### Register map, names as in the netlist, run 1

(8 px per um) Other sequential cells in the stronger gray, the rest of the logic in the fainter gray.
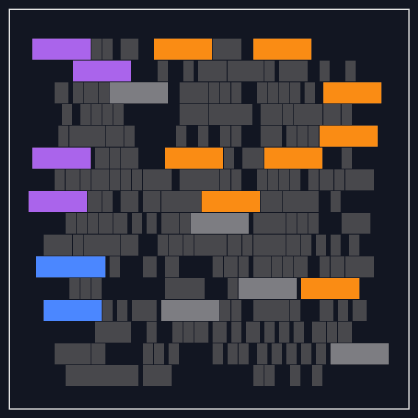
### Drive-strength map, run 1

(8 px per um)
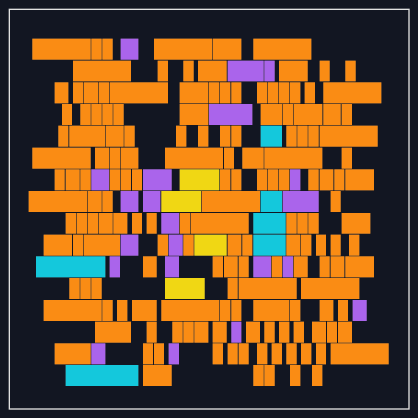
### Cell outlines without signal wires, run 1

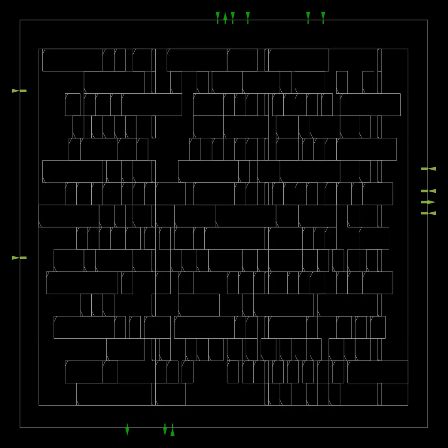
### Metal 3, run 1

(6 px per um) Cells faint in the background.
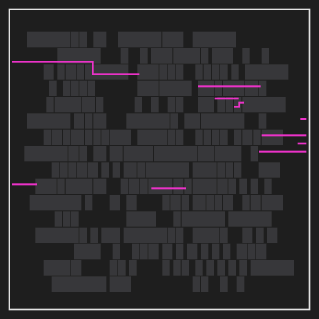
**config.mk**
```make
export PLATFORM = sky130hd
export DESIGN_NAME = serial_pattern_tx
export DESIGN_NICKNAME = d
export VERILOG_FILES = /design/src/rtl/serial_pattern_pkg.sv /design/src/rtl/serial_pattern_shreg.sv /design/src/rtl/serial_pattern_tx.sv
export SDC_FILE = /design/constraint.sdc
export NUM_CORES = 1
export LEC_CHECK = 0
export ABC_AREA = 1
export ABC_CLOCK_PERIOD_IN_PS = 1600
export CORE_MARGIN = 2
export CORE_UTILIZATION = 53
export CTS_BUF_LIST = sky130_fd_sc_hd__clkbuf_8 sky130_fd_sc_hd__clkbuf_16
export DETAILED_ROUTE_END_ITERATION = 8
export GPL_TIMING_DRIVEN = 0
export PLACE_DENSITY = 0.77
export SLEW_MARGIN = 20
export SYNTH_ARGS = -nofsm -noshare
export SYNTH_HDL_FRONTEND = slang
export SYNTH_HIERARCHICAL = 1
export SYNTH_SLANG_ARGS = --single-unit
```
**constraint.sdc**
```tcl
create_clock -name clock -period 1.6 [get_ports clock]
set_input_delay 0.32 -clock clock [delete_from_list [all_inputs] [get_ports clock]]
set_output_delay 0.32 -clock clock [all_outputs]
set_load 0.02 [all_outputs]
```
**src/rtl/serial_pattern_pkg.sv**
```systemverilog
// Shared types and constants for the serial pattern transmitter.
// Optional even-parity bit is enabled with SERIAL_PATTERN_TX_PARITY_EN.
package serial_pattern_pkg;

  typedef enum logic [1:0] {
    IDLE  = 2'b00,
    SHIFT = 2'b01,
    GAP   = 2'b10
  } state_e;

  localparam int unsigned DEF_WIDTH      = 8;
  localparam int unsigned DEF_GAP_CYCLES = 2;

  // Even parity of a word; callers zero-extend narrower words.
  function automatic logic even_parity(input logic [31:0] word);
    return ^word;
  endfunction

endpackage

```
**src/rtl/serial_pattern_shreg.sv**
```systemverilog
// Load/shift register with bit counter for the serial pattern transmitter.
// Shifts MSB-first with zero fill; last_bit flags the final shift cycle.
module serial_pattern_shreg #(
  parameter int unsigned WIDTH = 8,
  parameter int unsigned CNT_W = 4
) (
  input  logic             clock,
  input  logic             reset,
  input  logic             load,
  input  logic             shift_en,
  input  logic [WIDTH-1:0] load_data,
  input  logic [CNT_W-1:0] load_cnt,
  output logic             msb,
  output logic             last_bit
);

  logic [WIDTH-1:0] shreg_q, shreg_d;
  logic [CNT_W-1:0] cnt_q, cnt_d;

  // Next-state: load has priority over shift; counter holds at zero.
  always_comb begin
    shreg_d = shreg_q;
    cnt_d   = cnt_q;
    if (load) begin
      shreg_d = load_data;
      cnt_d   = load_cnt;
    end else if (shift_en) begin
      shreg_d = {shreg_q[WIDTH-2:0], 1'b0};
      if (cnt_q != '0) cnt_d = cnt_q - 1'b1;
    end
  end

  // Register update with synchronous active-low reset.
  always_ff @(posedge clock) begin
    if (!reset) begin
      shreg_q <= '0;
      cnt_q   <= '0;
    end else begin
      shreg_q <= shreg_d;
      cnt_q   <= cnt_d;
    end
  end

  assign msb      = shreg_q[WIDTH-1];
  assign last_bit = (cnt_q == '0);

endmodule

```
**src/rtl/serial_pattern_tx.sv**
```systemverilog
// Serial pattern transmitter: accepts a word via valid/ready, shifts it out
// MSB-first on x_out, then forces GAP_CYCLES zero bits before the next word.
// Define SERIAL_PATTERN_TX_PARITY_EN to append an even-parity bit per word.
module serial_pattern_tx
  import serial_pattern_pkg::*;
#(
  parameter int unsigned WIDTH      = DEF_WIDTH,
  parameter int unsigned GAP_CYCLES = DEF_GAP_CYCLES
) (
  input  logic             clock,
  input  logic             reset,
  input  logic [WIDTH-1:0] data_in,
  input  logic             valid_in,
  output logic             ready_out,
  output logic             x_out,
  output logic             busy_out,
  output logic             done_out
);

  localparam int unsigned CNT_W = $clog2(WIDTH + 1);

`ifdef SERIAL_PATTERN_TX_PARITY_EN
  localparam logic [CNT_W-1:0] BIT_CNT_LOAD = CNT_W'(WIDTH);
`else
  localparam logic [CNT_W-1:0] BIT_CNT_LOAD = CNT_W'(WIDTH - 1);
`endif

  state_e     state_q, state_d;
  logic [3:0] gap_q, gap_d;
  logic       done_q, done_d;
  logic       load, shift_en, msb, last_bit;

`ifdef SERIAL_PATTERN_TX_PARITY_EN
  logic       parity_q;

  // Capture parity of the accepted word; driven out on the extra SHIFT cycle.
  always_ff @(posedge clock) begin
    if (!reset)    parity_q <= 1'b0;
    else if (load) parity_q <= even_parity(32'(data_in));
  end
`endif

  serial_pattern_shreg #(
    .WIDTH (WIDTH),
    .CNT_W (CNT_W)
  ) u_shreg (
    .clock     (clock),
    .reset     (reset),
    .load      (load),
    .shift_en  (shift_en),
    .load_data (data_in),
    .load_cnt  (BIT_CNT_LOAD),
    .msb       (msb),
    .last_bit  (last_bit)
  );

  // FSM next-state, handshake and output decode.
  always_comb begin
    state_d   = state_q;
    gap_d     = gap_q;
    done_d    = 1'b0;
    load      = 1'b0;
    shift_en  = 1'b0;
    ready_out = 1'b0;
    busy_out  = 1'b0;
    x_out     = 1'b0;
    case (state_q)
      IDLE: begin
        ready_out = 1'b1;
        if (valid_in) begin
          load    = 1'b1;
          state_d = SHIFT;
        end
      end
      SHIFT: begin
        busy_out = 1'b1;
        shift_en = 1'b1;
`ifdef SERIAL_PATTERN_TX_PARITY_EN
        // Counter reaches zero on the parity cycle, after all data bits.
        x_out    = last_bit ? parity_q : msb;
`else
        x_out    = msb;
`endif
        if (last_bit) begin
          state_d = GAP;
          gap_d   = 4'(GAP_CYCLES - 1);
        end
      end
      GAP: begin
        busy_out = 1'b1;
        if (gap_q == '0) begin
          state_d = IDLE;
          done_d  = 1'b1;
        end else begin
          gap_d = gap_q - 1'b1;
        end
      end
      default: state_d = IDLE;
    endcase
  end

  // State, gap counter and done pulse registers.
  always_ff @(posedge clock) begin
    if (!reset) begin
      state_q <= IDLE;
      gap_q   <= '0;
      done_q  <= 1'b0;
    end else begin
      state_q <= state_d;
      gap_q   <= gap_d;
      done_q  <= done_d;
    end
  end

  assign done_out = done_q;

endmodule

```
==> results.sh, run 1 <==
# source this file to load flow results
export IMPL_synthAoiAreaFrac_pct=10.9
export IMPL_holdWs_ps=472
export IMPL_synth_top_cell_area_share_pct=34.2
export IMPL_globalRouteTotalUtil_pct=20.6
export IMPL_post_synth_inst_count=170
export IMPL_hold_viol_final=0
export IMPL_synthSimpleGateAreaFrac_pct=34.5
export IMPL_ant_nets=0
export IMPL_yosys_stat_area_um2=1110
export IMPL_n_fill_cell=184
export IMPL_flop_area_um2=384
export IMPL_synthesis_area_um2=1110
export IMPL_yosys_mux_area_fraction_pct=0
export IMPL_power_per_cell_area_nw_per_um2=1570
export IMPL_number_of_global_route_vias_before_repair=1027
export IMPL_h_tree_depth=1
export IMPL_drc_markers=0
export IMPL_ys_top_cells_by_count="nand2_1 (60), inv_1 (30), dfxtp_1 (19), a21oi_1 (9), nor2_1 (9)"
export IMPL_critical_path_max_fanout=4
export IMPL_outcome="complete, no violations"
export IMPL_worst_setup_hold_path_clk_slew_ps=70
export IMPL_synth_async_sr_flop_share_pct=0
export IMPL_synthesis_stage_register_bit_count=19
export IMPL_grt_ovfl_total=0
export IMPL_flop_cell="dfxtp_1"
export IMPL_initCoreUtil_pct=56.6
export IMPL_nets=210
export IMPL_drt_first_iter_violations=22
export IMPL_cts_root_buffer_cell="clkbuf_8"
export IMPL_gp_congestion=0.821
export IMPL_post_synth_top_count_cell="nand2_1"
export IMPL_fp_dieW_um=49.8
export IMPL_yosys_cells=170
export IMPL_top_logic_kind="simple AND/OR/NAND/NOR gates"
export IMPL_cts_buffers=3
export IMPL_ys_seq_share_pct=34.2
export IMPL_ys_warn_count=6
export IMPL_fin_util_pct=69.5
export IMPL_grt_pass1_wl_um=4000
export IMPL_worst_ep_required_time_ps=1280
Back to the opening pictures, 'Register map, names as in the netlist':
Key: state_q = blue [flops 2]; u_shreg/shreg_q = orange [flops 8]; gap_q = purple [flops 4]

Back to the opening pictures, 'Drive-strength map':
Key: x3 and x4 = cyan [cells 6, share 3.1%]; x2 = purple [cells 21, share 11%]; x6 and larger = yellow [cells 4, share 2.1%]; x1 and smaller = orange [cells 161, share 84%]
Layout Cell Area excl Fill: 1360 um2
Repair and plain buffers: 18
synthesis-to-finish area growth: 22.7%

Back to the opening pictures, 'Cell outlines without signal wires':
count of inserted tapcells: 27
share of the final layout cell area in sequential cells: 28.2%

Back to the opening pictures, 'Metal 3':
The layer holds 2.8% of the routed length. The wires run mostly horizontal.
number of vias in the routed layout: 1071
global-route track usage on met3: 3.94%
total length of routed wires: 2290 um

## run 1: through the flow
| stage | cell area (um2) | setup WS (ps) |
|---|---|---|
| 4_1_cts | 1360 | 16.4 |
| 5_1_grt | 1360 | 2.51 |
| 6_report | 1360 | 59.6 |
| 2_1_floorplan | 1120 | 111 |
| 3_3_place_gp | 1290 | -212 |
| 3_5_place_dp | 1290 | -252 |
## run 1: worst max-delay path, cell delays in order, from the launching register on
cell and delay (ps):
dfxtp_4 370, inv_1 60, ha_1 210, dlygate4sd2_1 330
## run 1: worst paths after layout
check,end,cells after the start,slack [ps],startpoint
setup reg to reg,gap_q[3],9,150,u_shreg/cnt_q[0]
setup / recovery,ready_out,3,60,state_q[0]
hold reg to reg,u_shreg/shreg_q[0],2,470,u_shreg/shreg_q[0]
hold / removal,u_shreg/shreg_q[0],2,470,u_shreg/shreg_q[0]
## run 1: layer usage
layer	vias up	part of all wire, %	global-route usage (%)
met5	-	0	0
met2	15	55	41.6
met3	0	2.8	3.94
met4	0	0	5.09
met1	496	42	21.0
li1	560	-	-
## run 1: where the power goes
group | switching (mW) | total, mW | leakage, nW | internal, mW
logic | 0.705 | 1.14 | 0.500 | 0.436
registers | 0.0802 | 0.675 | 0.156 | 0.594
clock network | 0.159 | 0.332 | 0.0255 | 0.173
total | 0.944 | 2.15 | 0.682 | 1.20
## run 1: sequential cells by signal, indices dropped and copies added, names as in the netlist
register	count
u_shreg/cnt_q	4
gap_q	4
done_out	1
state_q	2
u_shreg/shreg_q	8
## run 1: timing repair
item	4_1_cts	5_1_grt
setup endpoints to repair	6	8
pin swaps	0	1
gates resized	12	3
buffers inserted	0	2
## run 1: cell type report
type / count / area share (%)
timing repair buffer: 16 / 10.6
tap: 27 / 2.48
clock buffer: 3 / 3.03
clock inverter: 1 / 0.367
multi-input combinational: 117 / 44.9
inverter: 34 / 9.36
buffer: 2 / 1.19
sequential: 19 / 28.2
## run 1: kinds of logic after synthesis
| group | count (synthesis) |
|---|---|
| AND-OR/OR-AND | 18 |
| AND/OR/NAND/NOR | 89 |
| flip-flops | 19 |
| adder cells (fa/ha/maj) | 6 |
| buffers and inverters | 36 |
| other | 2 |
## run 1: layout by cell type (no fill, tap or decap), types with 3 or more instances in the layout
| master | count |
|---|---|
| nand2_1 | 60 |
| inv_1 | 28 |
| dfxtp_1 | 18 |
| clkdlybuf4s50_1 | 11 |
| nor2_1 | 9 |
| a21oi_1 | 9 |
| nand3_1 | 8 |
| inv_2 | 6 |
| ha_1 | 5 |
| nand2_2 | 4 |
| conb_1 | 4 |
| nor2_2 | 3 |
| clkbuf_8 | 3 |
## Run 2: what changed since run 1
CTS_BUF_LIST = default   (was sky130_fd_sc_hd__clkbuf_8 sky130_fd_sc_hd__clkbuf_16)
CTS_CLUSTER_SIZE = 12   (was default)
### Cells colored by class, run 2

(10 px per um)
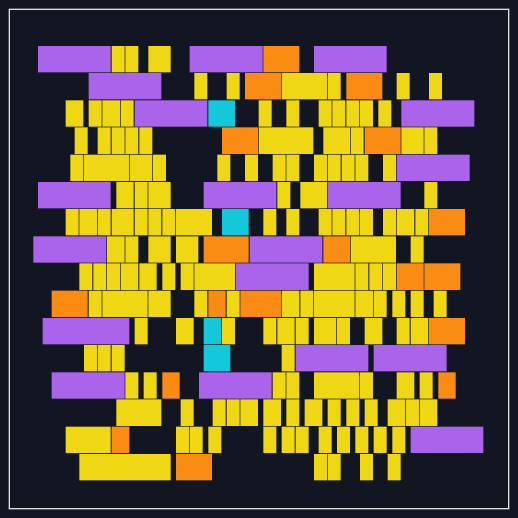
Key: remaining buffers and delay cells = orange [cells 18, share of their area 12%]; sequential cells = purple [cells 19, share of their area 29%]; clock drivers and dummy loads = cyan [cells 4, share of their area 2.1%]; remaining logic cells = yellow [cells 151, share of their area 57%]

### Drive-strength map, run 2

(8 px per um)
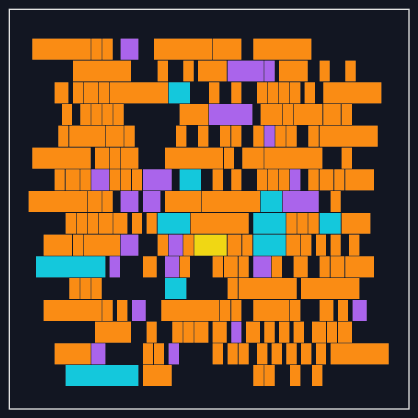
Key: x3 and x4 = cyan [cells 10, share 5.2%]; x2 = purple [cells 21, share 11%]; x1 and smaller = orange [cells 160, share 83%]; x6 and larger = yellow [cells 1, share 0.52%]

### Metal 3, run 2

(6 px per um) Cells faint in the background.
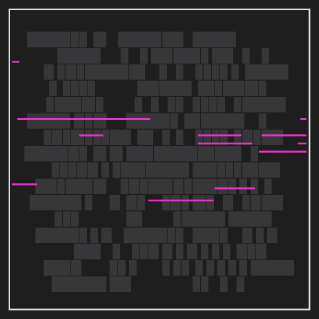
The longest straight run is 21.8 um. The layer carries 79.6 um of wire. The layer holds 3.5% of the routed length. 10 nets have wire on it. The wires run mostly horizontal.

==> run 2 against run 1 <==
Effect of this change:
- sequential share of layout area up 0.31 points
- critical endpoint is now busy_out
- hold slack better by 4.5 ps
- largest power group unchanged
- combinational power about the same
- sequential cell count unchanged
- highest routed layer is now met4
==> results.sh, run 2 <==
# source this file to load flow results
export IMPL_outcome="complete, no violations"
export IMPL_post_synth_inst_count=170
export IMPL_grt_busiest_layer="met2"
export IMPL_flop_cell="dfxtp_1"
export IMPL_cp_num_buf_inv=2
export IMPL_h_tree_depth=1
export IMPL_switching_share_of_power_pct=45.7
export IMPL_yosys_stat_area_um2=1110
export IMPL_layout_top_cells="nand2_1 (60), inv_1 (28), dfxtp_1 (18)"
export IMPL_gp_congestion=0.821
export IMPL_cell_internal_pwr_mw=1.12
export IMPL_holdWs_ps=476
export IMPL_synthesis_area_um2=1110
export IMPL_worst_ep_required_time_ps=1280
export IMPL_sequential_power_share_pct=32.7
export IMPL_grt_ovfl_total=0
export IMPL_initCoreUtil_pct=56.6
export IMPL_worst_setup_hold_path_clk_slew_ps=100
export IMPL_timing_critical_path_cells="inv_1 -> ha_1 -> buf_2"
export IMPL_drt_first_iter_violations=29
export IMPL_yosys_cells=170
export IMPL_global_route_track_usage_on_met1_pct=21.2
export IMPL_post_synth_top_count_cell="nand2_1"
export IMPL_fp_dieW_um=49.8
export IMPL_cts_root_buffer_cell="clkbuf_4"
export IMPL_hold_viol_final=0
export IMPL_power_switching_mw=0.941
export IMPL_power_per_cell_area_nw_per_um2=1530
export IMPL_clockPowerShare_pct=11.7
export IMPL_drc_markers=0
export IMPL_n_fill_cell=190
export IMPL_nets=210
export IMPL_number_of_global_route_vias_before_repair=1035
export IMPL_cts_buffers=3
export IMPL_synth_top_cell_area_share_pct=34.2
export IMPL_synthesis_stage_register_bit_count=19
export IMPL_max_flop_register="u_shreg/shreg_q"
export IMPL_critPathMaxStageDelay_ps=390
export IMPL_vias=1074
export IMPL_layout_top_cell="nand2_1"
export IMPL_grt_util_met2_pct=42.4
export IMPL_finish_instance_area_um2=1350
export IMPL_ant_nets=0
export IMPL_post_dp_cell_area_um2=1290
export IMPL_largest_registers="u_shreg/shreg_q (8), gap_q (4), u_shreg/cnt_q (4)"
export IMPL_largest_register_ffs=8
export IMPL_globalRouteTotalUtil_pct=21.1
export IMPL_worst_path_dominant_cell_family="flip-flops"
export IMPL_global_route_track_usage_on_met3_pct=3.94
export IMPL_postRouteWirelength_um=2310
export IMPL_ys_seq_share_pct=34.2
export IMPL_cpMaxStageDelayCell="dfxtp_4"
==> run 2: kinds of logic after synthesis <==
kind of cell / Yosys count / synth area share (%)
buffers and inverters: 36 / 12.9
other: 2 / 0.676
AND-OR/OR-AND: 18 / 10.9
adder cells (fa/ha/maj): 6 / 6.76
flip-flops: 19 / 34.2
AND/OR/NAND/NOR: 89 / 34.5
==> run 2: final cells by class <==
cell class / count / area, um2 / share of cell area, %
clock inverter: 1 / 5.00 / 0.371
tap: 27 / 33.8 / 2.50
timing repair buffer: 16 / 143 / 10.6
buffer: 2 / 16.3 / 1.21
inverter: 34 / 128 / 9.46
sequential: 19 / 384 / 28.5
clock buffer: 3 / 22.5 / 1.67
multi-input combinational: 117 / 617 / 45.7
==> run 2: path summary, 6_finish.rpt <==
path,from,endpoint,slack (ps),cells after the start
setup / recovery,state_q[0],busy_out,110,3
hold / removal,u_shreg/shreg_q[0],u_shreg/shreg_q[0],480,2
setup reg to reg,u_shreg/cnt_q[0],gap_q[3],150,9
hold reg to reg,u_shreg/shreg_q[0],u_shreg/shreg_q[0],480,2
==> run 2: worst reg2reg max path: stages, from the launching register on <==
cell and delay (ps):
dfxtp_1 330, inv_1 90, ha_1 200, nand3_1 130, inv_1 120, nor2_4 50, nor2_1 200, nand2_2 100
nand2_1 70, a21oi_1 60
==> run 2: layer usage <==
layer  part of all wire, %  vias up
met5                     0        -
met4                  0.39        0
met1                    40      495
met2                    56       18
li1                      -      559
met3                   3.4        2
==> run 2: power by group through the flow <==
stage	clock network, mW	registers, mW	logic [mW]
after floorplan	0	0.663	0.859
after global placement	0	0.667	1.07
after detailed placement	0	0.675	1.11
after CTS	0.259	0.674	1.12
after global routing	0.279	0.691	1.31
final	0.241	0.674	1.15
==> run 2: what timing repair did <==
| item | in CTS | in global routing |
|---|---|---|
| pin swaps | 1 | 1 |
| setup buffers | 0 | 2 |
| cloned | 0 | 0 |
| gates resized | 16 | 4 |
| setup endpoints to repair | 6 | 11 |
==> run 2: stage by stage <==
step | util, % | setup TNS [ps] | std cells | total power [mW] | setup slack, ps
after floorplan | - | 0 | 172 | 1.52 | 111
after global placement | 65.9 | -503 | 213 | 1.74 | -212
after detailed placement | 65.9 | -752 | 213 | 1.79 | -252
after CTS | 67.9 | 0 | 217 | 2.06 | 5.47
after global routing | 68.8 | -9.11 | 219 | 2.28 | -9.11
final | 68.8 | 0 | 219 | 2.06 | 110
Power and IR drop assume default switching activity.
